**config.mk**
```make
export PLATFORM = sky130hd
export DESIGN_NAME = video_timing_ctrl_flat
export DESIGN_NICKNAME = d
export VERILOG_FILES = /design/src/rtl/video_timing_ctrl_if.sv /design/src/rtl/video_timing_ctrl.sv /design/src/flat_wrapper.sv
export SDC_FILE = /design/constraint.sdc
export NUM_CORES = 1
export LEC_CHECK = 0
export ABC_AREA = 1
export CAP_MARGIN = 10
export CORE_ASPECT_RATIO = 1.5
export CORE_UTILIZATION = 58
export DETAILED_ROUTE_END_ITERATION = 10
export GPL_TIMING_DRIVEN = 0
export PLACE_DENSITY = 0.82
export SLEW_MARGIN = 20
export SYNTH_ARGS = -nofsm -noshare
export SYNTH_HDL_FRONTEND = slang
export SYNTH_SLANG_ARGS = --single-unit
```
**constraint.sdc**
```tcl
create_clock -name i_pclk -period 5.6 [get_ports i_pclk]
set_input_delay 0.56 -clock i_pclk [delete_from_list [all_inputs] [get_ports i_pclk]]
set_output_delay 0.56 -clock i_pclk [all_outputs]
set_load 0.01 [all_outputs]
```
**src/rtl/video_timing_ctrl_if.sv**
```systemverilog
// video_timing_ctrl_if
//   Pixel-source handshake plus native video output bus of the raster
//   timing controller.
//   master : controller side (drives data_req and the video bus, reads pixels)
//   slave  : environment side (drives pixel_in/pixel_vld, reads the video bus)
//   data_req    pixel wanted this cycle; pixel_in sampled on the same edge
//   pixel_in    pixel from source
//   pixel_vld   pixel_in valid
//   vsync/hsync sync pulses, polarity from the shadowed hs_pol/vs_pol
//   de/blank    active video / its complement (blank=1 while idle)
//   field       odd/even frame tag
//   data        output pixel, 0 outside de
//   frame_start one-cycle pulse on the first de cycle of each frame
interface video_timing_ctrl_if #(
  parameter int DSIZE = 24
);
  logic             data_req;
  logic [DSIZE-1:0] pixel_in;
  logic             pixel_vld;
  logic             vsync;
  logic             hsync;
  logic             de;
  logic             blank;
  logic             field;
  logic [DSIZE-1:0] data;
  logic             frame_start;

  modport master (
    output data_req, vsync, hsync, de, blank, field, data, frame_start,
    input  pixel_in, pixel_vld
  );

  modport slave (
    input  data_req, vsync, hsync, de, blank, field, data, frame_start,
    output pixel_in, pixel_vld
  );
endinterface

```
**src/rtl/video_timing_ctrl.sv**
```systemverilog
// video_timing_ctrl
//   Programmable raster timing controller between the VDMA pixel FIFO and the
//   video output port. Timing and polarity inputs are shadowed on start and
//   at every frame wrap, so mid-frame changes only take effect next frame.
//   i_pclk        pixel clock
//   i_prst        synchronous active-high reset
//   i_enable      1 = run raster, 0 = stop after the current frame
//   i_h_*/i_v_*   active/front porch/sync/back porch lengths (each >= 1)
//   i_hs_pol      1 = hsync active-high
//   i_vs_pol      1 = vsync active-high
//   vid           pixel handshake and video bus (master side)
//   o_busy        1 while rastering
//   o_underflow   sticky: pixel requested while source not valid
//
// state   | meaning
// --------+-------------------------------------------------------------
// ST_IDLE | outputs parked (blank=1, syncs inactive), waiting for enable
// ST_RUN  | counters sweep the raster; stop only at a frame wrap
module video_timing_ctrl #(
  parameter int DSIZE = 24,
  parameter int CW    = 12
) (
  input  logic                i_pclk,
  input  logic                i_prst,
  input  logic                i_enable,
  input  logic [CW-1:0]       i_h_active,
  input  logic [CW-1:0]       i_h_fp,
  input  logic [CW-1:0]       i_h_sync,
  input  logic [CW-1:0]       i_h_bp,
  input  logic [CW-1:0]       i_v_active,
  input  logic [CW-1:0]       i_v_fp,
  input  logic [CW-1:0]       i_v_sync,
  input  logic [CW-1:0]       i_v_bp,
  input  logic                i_hs_pol,
  input  logic                i_vs_pol,
  video_timing_ctrl_if.master vid,
  output logic                o_busy,
  output logic                o_underflow
);
  // Counters share the width of the totals: a line of four maximal fields
  // is longer than a CW-bit counter could reach.
  localparam int SW = CW + 2;
  localparam logic [SW-1:0] ONE = {{(SW-1){1'b0}}, 1'b1};

  typedef enum logic {ST_IDLE, ST_RUN} state_t;

  state_t           r_state;
  logic [SW-1:0]    r_hcnt, r_vcnt;
  logic [CW-1:0]    r_h_active, r_h_fp, r_h_sync, r_h_bp;
  logic [CW-1:0]    r_v_active, r_v_fp, r_v_sync, r_v_bp;
  logic             r_hs_pol, r_vs_pol;
  logic             r_vsync, r_hsync, r_de, r_blank, r_field, r_frame_start;
  logic [DSIZE-1:0] r_data;
  logic             r_underflow;

  logic [SW-1:0] w_hs_start, w_hs_end, w_ht;
  logic [SW-1:0] w_vs_start, w_vs_end, w_vt;
  logic          w_req, w_hs_on, w_vs_on, w_h_last, w_v_last, w_wrap, w_load;
  logic          w_first;

  assign w_hs_start = {2'b00, r_h_active} + {2'b00, r_h_fp};
  assign w_hs_end   = w_hs_start + {2'b00, r_h_sync};
  assign w_ht       = w_hs_end + {2'b00, r_h_bp};
  assign w_vs_start = {2'b00, r_v_active} + {2'b00, r_v_fp};
  assign w_vs_end   = w_vs_start + {2'b00, r_v_sync};
  assign w_vt       = w_vs_end + {2'b00, r_v_bp};

  // Request depends on registers only, so the source sees no input-to-output path.
  assign w_req    = (r_state == ST_RUN) && (r_hcnt < {2'b00, r_h_active})
                    && (r_vcnt < {2'b00, r_v_active});
  assign w_hs_on  = (r_hcnt >= w_hs_start) && (r_hcnt < w_hs_end);
  assign w_vs_on  = (r_vcnt >= w_vs_start) && (r_vcnt < w_vs_end);
  assign w_h_last = (r_hcnt == w_ht - ONE);
  assign w_v_last = (r_vcnt == w_vt - ONE);
  assign w_wrap   = (r_state == ST_RUN) && w_h_last && w_v_last;
  assign w_load   = i_enable && ((r_state == ST_IDLE) || w_wrap);
  assign w_first  = w_req && (r_hcnt == '0) && (r_vcnt == '0);

  always_ff @(posedge i_pclk) begin
    if (i_prst) begin
      r_state       <= ST_IDLE;
      r_hcnt        <= '0;
      r_vcnt        <= '0;
      r_h_active    <= '0;
      r_h_fp        <= '0;
      r_h_sync      <= '0;
      r_h_bp        <= '0;
      r_v_active    <= '0;
      r_v_fp        <= '0;
      r_v_sync      <= '0;
      r_v_bp        <= '0;
      r_hs_pol      <= 1'b1;
      r_vs_pol      <= 1'b1;
      r_vsync       <= 1'b0;
      r_hsync       <= 1'b0;
      r_de          <= 1'b0;
      r_blank       <= 1'b1;
      r_field       <= 1'b0;
      r_data        <= '0;
      r_frame_start <= 1'b0;
      r_underflow   <= 1'b0;
    end else begin
      if (w_load) begin
        r_h_active <= i_h_active;
        r_h_fp     <= i_h_fp;
        r_h_sync   <= i_h_sync;
        r_h_bp     <= i_h_bp;
        r_v_active <= i_v_active;
        r_v_fp     <= i_v_fp;
        r_v_sync   <= i_v_sync;
        r_v_bp     <= i_v_bp;
        r_hs_pol   <= i_hs_pol;
        r_vs_pol   <= i_vs_pol;
      end

      case (r_state)
        ST_IDLE: begin
          r_hcnt        <= '0;
          r_vcnt        <= '0;
          r_hsync       <= ~r_hs_pol;
          r_vsync       <= ~r_vs_pol;
          r_de          <= 1'b0;
          r_blank       <= 1'b1;
          r_data        <= '0;
          r_frame_start <= 1'b0;
          if (i_enable) r_state <= ST_RUN;
        end
        ST_RUN: begin
          if (w_h_last) begin
            r_hcnt <= '0;
            if (w_v_last) begin
              r_vcnt <= '0;
              // Stop is honoured only here, so a frame is never cut short.
              if (!i_enable) r_state <= ST_IDLE;
            end else begin
              r_vcnt <= r_vcnt + ONE;
            end
          end else begin
            r_hcnt <= r_hcnt + ONE;
          end
          // Registered outputs reflect the counter position of this cycle.
          r_de          <= w_req;
          r_blank       <= ~w_req;
          r_hsync       <= w_hs_on ? r_hs_pol : ~r_hs_pol;
          r_vsync       <= w_vs_on ? r_vs_pol : ~r_vs_pol;
          r_data        <= (w_req && vid.pixel_vld) ? vid.pixel_in : '0;
          r_frame_start <= w_first;
          if (w_first) r_field <= ~r_field;
        end
        default: r_state <= ST_IDLE;
      endcase

      // Missing pixels are flagged, never waited for: raster timing is fixed.
      if (w_req && !vid.pixel_vld) r_underflow <= 1'b1;
    end
  end

  assign vid.data_req    = w_req;
  assign vid.vsync       = r_vsync;
  assign vid.hsync       = r_hsync;
  assign vid.de          = r_de;
  assign vid.blank       = r_blank;
  assign vid.field       = r_field;
  assign vid.data        = r_data;
  assign vid.frame_start = r_frame_start;
  assign o_busy          = (r_state == ST_RUN);
  assign o_underflow     = r_underflow;
endmodule

```
**src/flat_wrapper.sv**
```systemverilog
// flat-port wrapper written by rule: the top's interface ports become plain ports
module video_timing_ctrl_flat 
#(
  parameter int DSIZE = 24,
  parameter int CW    = 12
)
  (i_pclk, i_prst, i_enable, i_h_active, i_h_fp, i_h_sync, i_h_bp, i_v_active, i_v_fp, i_v_sync, i_v_bp, i_hs_pol, i_vs_pol, o_busy, o_underflow, vid_data_req, vid_vsync, vid_hsync, vid_de, vid_blank, vid_field, vid_data, vid_frame_start, vid_pixel_in, vid_pixel_vld);
  video_timing_ctrl_if #(.DSIZE(DSIZE)) vid_i ();
  input  logic i_pclk;
  input  logic i_prst;
  input  logic i_enable;
  input  logic [CW-1:0] i_h_active;
  input  logic [CW-1:0] i_h_fp;
  input  logic [CW-1:0] i_h_sync;
  input  logic [CW-1:0] i_h_bp;
  input  logic [CW-1:0] i_v_active;
  input  logic [CW-1:0] i_v_fp;
  input  logic [CW-1:0] i_v_sync;
  input  logic [CW-1:0] i_v_bp;
  input  logic i_hs_pol;
  input  logic i_vs_pol;
  output logic o_busy;
  output logic o_underflow;
  output wire logic [$bits(vid_i.data_req)-1:0] vid_data_req;
  output wire logic [$bits(vid_i.vsync)-1:0] vid_vsync;
  output wire logic [$bits(vid_i.hsync)-1:0] vid_hsync;
  output wire logic [$bits(vid_i.de)-1:0] vid_de;
  output wire logic [$bits(vid_i.blank)-1:0] vid_blank;
  output wire logic [$bits(vid_i.field)-1:0] vid_field;
  output wire logic [$bits(vid_i.data)-1:0] vid_data;
  output wire logic [$bits(vid_i.frame_start)-1:0] vid_frame_start;
  input wire logic [$bits(vid_i.pixel_in)-1:0] vid_pixel_in;
  input wire logic [$bits(vid_i.pixel_vld)-1:0] vid_pixel_vld;
  assign vid_data_req = vid_i.data_req;
  assign vid_vsync = vid_i.vsync;
  assign vid_hsync = vid_i.hsync;
  assign vid_de = vid_i.de;
  assign vid_blank = vid_i.blank;
  assign vid_field = vid_i.field;
  assign vid_data = vid_i.data;
  assign vid_frame_start = vid_i.frame_start;
  assign vid_i.pixel_in = vid_pixel_in;
  assign vid_i.pixel_vld = vid_pixel_vld;
  video_timing_ctrl #(.DSIZE(DSIZE), .CW(CW)) u_core (.i_pclk(i_pclk), .i_prst(i_prst), .i_enable(i_enable), .i_h_active(i_h_active), .i_h_fp(i_h_fp), .i_h_sync(i_h_sync), .i_h_bp(i_h_bp), .i_v_active(i_v_active), .i_v_fp(i_v_fp), .i_v_sync(i_v_sync), .i_v_bp(i_v_bp), .i_hs_pol(i_hs_pol), .i_vs_pol(i_vs_pol), .vid(vid_i), .o_busy(o_busy), .o_underflow(o_underflow));
endmodule
```
### Pin placement

Pins as bars across the die edge, other pins in grey.
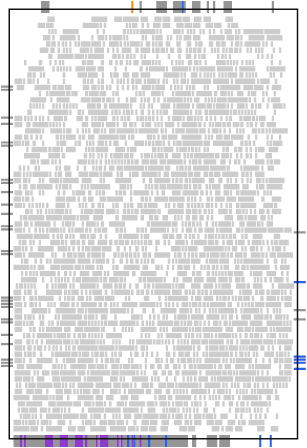
Blue stands for i_h_sync, pins 12, direction input, edge 6 bottom, 5 right, 1 top. Purple stands for vid_data, pins 24, direction output, edge bottom. Orange stands for vid_vsync, pins 1, direction output, edge top.
All pins by edge: 97 bottom, 28 top, 26 left, 8 right.

### Where the registers sit

Other sequential cells in the stronger grey, the rest of the logic in the fainter grey.
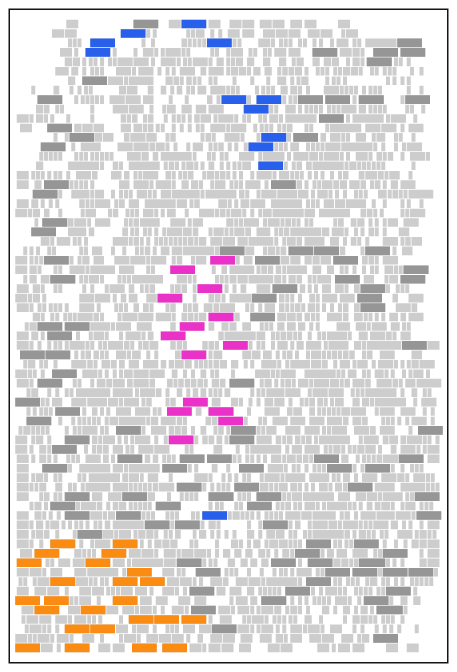
Magenta stands for u_core.r_vcnt, placed flops 14, where centre. Blue stands for u_core.r_v_bp, placed flops 12, where top centre. Orange stands for u_core.vid.data, placed flops 24, where lower left.
Another 108 sequential cells are not coloured.

==> flow_metrics.tcl <==
# yosys + openroad results
set metrics [dict create \
    worstHoldStart "u_core.vid.field$_SDFFE_PP0P_" \
    crit_required_ns 5.94 \
    cp_common_cell "nand2_1" \
    clock_sinks 158 \
    die_h_um 188 \
    holdWs_ns 0.508 \
    antenna_cells 0 \
    yosys_warnings 0 \
    grt_pass1_vias 13100 \
    cts_tree "done" \
    grt_usage_pct 32.3 \
    mux_area_share_pct 0 \
    syn-num-nets 2400 \
    cpPeakStageDelay_ns 0.41 \
    p_comb_share_pct 46.7 \
    synthXorXnorAreaFrac_pct 4.90 \
    first_iter_violations 753 \
    power_density_mw_per_mm2 264 \
    clkTransAtPathRegs_ns 0.07 \
    wirelength_um 39400 \
    ys_cells 2100 \
    clock_skew_ns 0.0151 \
    fin_crit_sh_pct 98.0 \
    cts-root-buf "clkbuf_16" \
    seqPwrFrac_pct 27.9 \
    cts-resized-gates 34 \
    netlist_area_mm2 0.0133 \
    reg2reg_depth 32 \
    insertion_delay_ns 0.45 \
    ys.flop_type "dfxtp_1" \
    numCtsBuffers 17 \
    max_freq_mhz 182 \
    slew_violations 0 \
    period_minus_slack_ns 5.49 \
    ant_nets 0 \
    ctsHoldBuffers 0 \
    switching_share_pct 40.8 \
    status "finished, final reports clean" \
    syn_avg_cell_area_um2 6.34 \
]
### Clock network drawn from the DEF

Scale bar: 50 um.
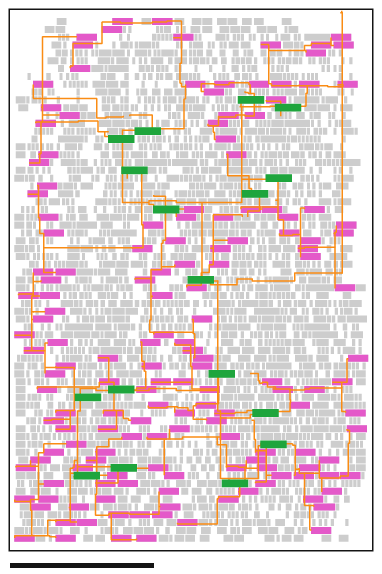
Orange stands for clock wires, length 2,330 um. Magenta stands for flip-flops, count 158. Green stands for cells driving clock nets, count 17.
There are 18 routed clock nets.

## Yosys cell counts (2+ instances only)
library cell	instances	area share (%)
buf_2	25	0.94
a21boi_0	8	0.45
a21o_1	5	0.28
nor2_1	203	5.7
buf_1	19	0.54
buf_4	2	0.11
nand2_2	4	0.19
o21bai_1	4	0.23
inv_2	6	0.17
xnor2_1	20	1.3
a21oi_1	88	3.3
xor2_1	52	3.4
a311oi_1	2	0.13
nand3_2	2	0.15
ha_1	168	16
nand3_1	80	3.0
nand4_1	120	5.6
a211oi_1	4	0.23
nor3_1	16	0.60
o211ai_1	5	0.28
fa_1	6	0.90
nand2_1	487	14
nor4_1	6	0.28
buf_6	3	0.25
o21ai_1	3	0.11
inv_1	519	15
dfxtp_1	158	24
clkbuf_1	12	0.34
nor3b_1	4	0.23
o221ai_1	4	0.26
a31oi_1	7	0.33
o21ai_0	40	1.5
nand3b_1	5	0.28
## cell usage in the layout (no fill, tap or decap), types with 7 or more instances in the layout
cell type | Yosys | final
a21oi_1 | 88 | 74
a21oi_2 | 1 | 13
buf_1 | 19 | 20
buf_2 | 25 | 12
buf_4 | 2 | 32
clkbuf_1 | 12 | 13
clkbuf_16 | 0 | 17
clkdlybuf4s50_1 | 0 | 156
dfxtp_1 | 158 | 156
ha_1 | 168 | 149
ha_4 | 0 | 15
inv_1 | 519 | 518
inv_2 | 6 | 7
nand2_1 | 487 | 477
nand2_2 | 4 | 12
nand3_1 | 80 | 71
nand3_2 | 2 | 10
nand4_1 | 120 | 120
nor2_1 | 203 | 197
nor3_1 | 16 | 15
o21ai_0 | 40 | 36
xnor2_1 | 20 | 16
xor2_1 | 52 | 39
xor2_2 | 0 | 11
## critical path, delay by kind of cell (launching register included)
kind	cells	cell delay, ns
simple gates	21	2.25
fa+ha+maj	3	1.05
xor+xnor	3	0.70
buf+inv	3	0.60
compound gates	2	0.42
flops	1	0.35
## stage by stage
stage	area (um^2)	cells	utilization, %	setup TNS, ns
after floorplan	13300	2100	-	0
after global placement	15200	2532	67.8	-17.16
after detailed placement	15200	2532	67.8	-30.00
after CTS	16000	2574	71.2	0
after global routing	16600	2591	74.0	-15.84
final	16600	2591	74.0	0
## kinds of logic after synthesis
logic type,Yosys count
AND/OR/NAND/NOR,930
buffers and inverters,587
AND-OR/OR-AND,178
adder cells (fa/ha/maj),174
flip-flops,158
XOR/XNOR,73
## per-layer routing
| layer | track usage [%] | vias up | routed length [um] |
|---|---|---|---|
| met1 | 30.7 | 6167 | 13800 |
| li1 | - | 6916 | - |
| met5 | 0 | - | 0 |
| met4 | 25.3 | 0 | 3470 |
| met2 | 62.5 | 467 | 20500 |
| met3 | 3.45 | 209 | 1590 |
## cell type report
type / instances / area, um^2
clock inverters: 12 / 103
well taps: 276 / 345
inverters: 526 / 1980
fillers: 1830 / 5850
plain buffers: 61 / 340
clock buffers: 20 / 437
flip-flops and latches: 158 / 3170
repair buffers: 183 / 1780
multi-input cells: 1355 / 8470
## power by group through the flow
stage                     Clock [mW]  Combinational [mW]  Sequential, mW
after floorplan                    0                1.34            1.24
after detailed placement           0                1.81            1.25
final                           1.11                2.05            1.23
after CTS                       1.12                1.87            1.22
after global routing            1.17                2.30            1.23
after global placement             0                1.76            1.25
No activity file was given, so power comes from the tool's default toggle rates.
